Gate families picked out:
Bar = 20 um.
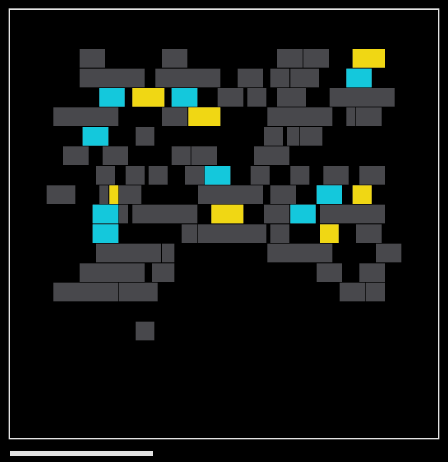
Register map, names as in the netlist:
Bar = 20 um.
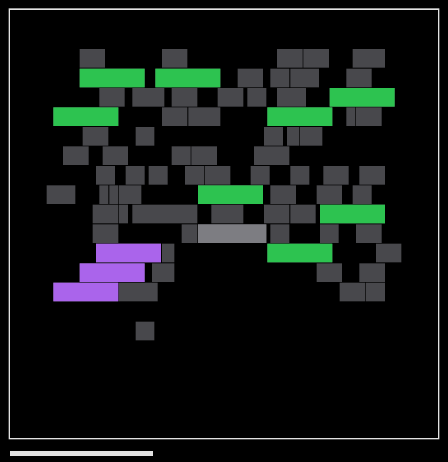
--- src/rtl/bit_serializer.sv ---
// bit_serializer: accepts WIDTH-bit words over valid/ready and emits one bit per clock, MSB- or LSB-first,
// with zero-bubble reload so back-to-back words form a contiguous stream.
module bit_serializer #(
    parameter int   WIDTH     = 8,
    parameter bit   MSB_FIRST = 1'b1,
    parameter logic IDLE_BIT  = 1'b0
) (
    input  logic             clk,
    input  logic             rst_n,
    input  logic [WIDTH-1:0] in_data,
    input  logic             in_valid,
    output logic             in_ready,
    output logic             ser_bit,
    output logic             ser_valid,
    output logic             ser_last,
    output logic             busy
);
    localparam int CW = $clog2(WIDTH);
    localparam logic [CW-1:0] LAST = CW'(WIDTH - 1);

    typedef enum logic {IDLE, SHIFT} state_t;

    state_t           state, state_nxt;
    logic [WIDTH-1:0] sr;
    logic [CW-1:0]    cnt;
    logic             accept;

    always_ff @(posedge clk or negedge rst_n) begin
        if (!rst_n)
            state <= IDLE;
        else
            state <= state_nxt;
    end

    always_comb begin
        state_nxt = state;
        if (state == IDLE)
            state_nxt = accept ? SHIFT : IDLE;
        else if (ser_last)
            state_nxt = in_valid ? SHIFT : IDLE;
    end

    always_comb begin
        ser_valid = state == SHIFT;
        ser_last  = ser_valid && cnt == LAST;
        in_ready  = state == IDLE || ser_last;
        accept    = in_valid && in_ready;
        busy      = ser_valid;
        ser_bit   = ser_valid ? (MSB_FIRST ? sr[WIDTH-1] : sr[0]) : IDLE_BIT;
    end

    // Clearing on the idle-bound last edge keeps cnt within 0..WIDTH-1
    always_ff @(posedge clk or negedge rst_n) begin
        if (!rst_n) begin
            sr  <= '0;
            cnt <= '0;
        end else if (accept) begin
            sr  <= in_data;
            cnt <= '0;
        end else if (ser_last) begin
            sr  <= '0;
            cnt <= '0;
        end else if (ser_valid) begin
            sr  <= MSB_FIRST ? {sr[WIDTH-2:0], 1'b0} : {1'b0, sr[WIDTH-1:1]};
            cnt <= cnt + CW'(1);
        end
    end
endmodule

--- config.mk ---
export PLATFORM = sky130hd
export DESIGN_NAME = bit_serializer
export DESIGN_NICKNAME = d
export VERILOG_FILES = /design/src/rtl/bit_serializer.sv
export SDC_FILE = /design/constraint.sdc
export NUM_CORES = 1
export LEC_CHECK = 0
export CAP_MARGIN = 10
export CELL_PAD_IN_SITES_DETAIL_PLACEMENT = 0
export CELL_PAD_IN_SITES_GLOBAL_PLACEMENT = 2
export CORE_MARGIN = 5
export CORE_UTILIZATION = 28
export CTS_CLUSTER_DIAMETER = 150
export DETAILED_ROUTE_END_ITERATION = 7
export PLACE_DENSITY = 0.79
export SLEW_MARGIN = 20
export SYNTH_ARGS = -nofsm -noshare
export SYNTH_HDL_FRONTEND = slang
export SYNTH_SLANG_ARGS = --single-unit
export TNS_END_PERCENT = 5
--- constraint.sdc ---
create_clock -name clk -period 1.5 [get_ports clk]
set_input_delay 0.225 -clock clk [delete_from_list [all_inputs] [get_ports clk]]
set_output_delay 0.225 -clock clk [all_outputs]
set_load 0.02 [all_outputs]
==> impl_metrics.toml <==
# synthesis and place-and-route metrics
[outcome]
violations = "setup timing"
outcome = "complete, but fails checks"

[global_routing]
grt_max_degree = 13
grt.total_usage_pct = 9.31

[sta]
timing.final.ws_setup_ns = -0.0218
finalSetupViolCount = 2
max-slew-margin-rel_pct = 84.7

[logic_synthesis]
synthFlopType = "dfrtp_1"
ys_sh_aoi_pct = 15.0
post_synth.cell_area_avg_um2 = 12.6
yosys_cells = 55
synth_flops = 12
yosysTopAreaCellShare_pct = 43.2
simple_gate_area_share_pct = 25.0

[critical_path]
worst_ep_arrival_time_ns = 1.30
crit_buf_inv = 1
slowest_stage = "dfrtp_1"
required_ns = 1.27
reg2reg_slack_ns = 0
max_stage_delay_ns = 0.38

[detailed_routing]
drt_iter0_markers = 23
routed.top_layer = "met4"
wl_met1_um = 605
postRouteAntennaNets = 0
firstDrtPassIters = 3
via_per_inst = 4.88

[layout]
nFillCells = 257
post_route_cells_drive_above_1_share_pct = 41.6
fin_nets = 92

[floorplanning]
core_mm2 = 0.00243
fp_util_pct = 28.5
die_h_um = 59.8
chip_area_mm2 = 0.00358

[cts]
cts_tree = "built"
clock_sinks = 12
cts_hold_buf = 0
path_clk_slew_ns = 0.07
cts_root_buffer = "clkbuf_4"
cts.htree.levels = 1

[run]
warning_count = 28

[placed_design]
placed_cell_area_um2 = 876
Back to the opening pictures, 'gate families picked out':
non-inverting ao/oa cells -> cyan  # cells 9, most used a311o_1
nor cells -> yellow  # cells 7, most used nor3b_2

Back to the opening pictures, 'register map, names as in the netlist':
`cnt` -> purple  # flops 3
`sr` -> green  # flops 8

==> state kept, by name, indices dropped and copies added, names as in the netlist <==
name and cells:
busy 1, cnt 3, sr 8
==> power by group <==
group          total, W  switching, W  internal, W
clock          0.000190     0.0000968    0.0000927
combinational  0.000789      0.000324     0.000465
sequential     0.000536     0.0000773     0.000458
==> metal layers <==
layer	GRT usage (%)	up-vias
met2	15.0	13
met5	0	-
li1	-	251
met1	11.0	256
met4	1.90	0
met3	4.97	2
==> cells by family after synthesis <==
kind of cell | count (synthesis)
DFF | 12
buffers and inverters | 9
AOI/OAI and AO/OA | 11
adders and majority gates | 2
muxes | 1
and+or+nand+nor | 20
==> worst reg2reg max path, stage by stage (launching register included) <==
cell      delay [ns]
dfrtp_1         0.38
ha_2            0.20
ha_4            0.18
nand2b_4        0.15
buf_6           0.14
a311o_1         0.34
==> final timing paths <==
path / startpoint / endpoint / cells past startpoint
setup reg to reg: cnt[1] / sr[4] / 5
max in group asynchronous: rst_n / busy / 2
setup / recovery: cnt[1] / in_ready / 4
hold / removal: rst_n / sr[5] / 2
hold reg to reg: sr[0] / sr[0] / 1
min in group clk: sr[0] / sr[0] / 1
==> layout by cell type (no fill, tap or decap), types with 2 or more instances in the layout <==
cell,n
dfrtp_1,11
clkdlybuf4s50_1,10
buf_4,10
and3b_2,6
a311o_1,6
nor3b_2,4
a32o_1,3
clkbuf_4,3
clkdlybuf4s15_1,3
buf_6,3
inv_1,2
nor3b_1,2
==> per-stage QoR <==
step           TNS (ns)  util [%]  power [W]  hold WS, ns
4_1_cts          -0.645      37.0    0.00144        0.256
5_1_grt          -0.484      38.8    0.00166        0.271
2_1_floorplan         0         -    0.00103      -0.0706
6_report        -0.0275      38.8    0.00151        0.259
3_5_place_dp      -1.73      36.0    0.00125        0.477
3_3_place_gp      -1.64      36.0    0.00122        0.474
==> repair_timing <==
item | CTS | global route
gates resized | 14 | 11
setup buffers | 0 | 2
endpoints found under the setup margin | 12 | 12
pin swaps | 0 | 2
==> layout make-up <==
| cell class | count | area, um2 | share of cell area [%] |
|---|---|---|---|
| Inverter | 2 | 7.51 | 0.795 |
| Clock buffer | 3 | 22.5 | 2.38 |
| Multi-Input combinational cell | 34 | 337 | 35.6 |
| Tap cell | 30 | 37.5 | 3.97 |
| Sequential cell | 12 | 302 | 31.9 |
| Timing Repair Buffer | 26 | 239 | 25.3 |
Power is estimated from default activity; no workload was simulated.
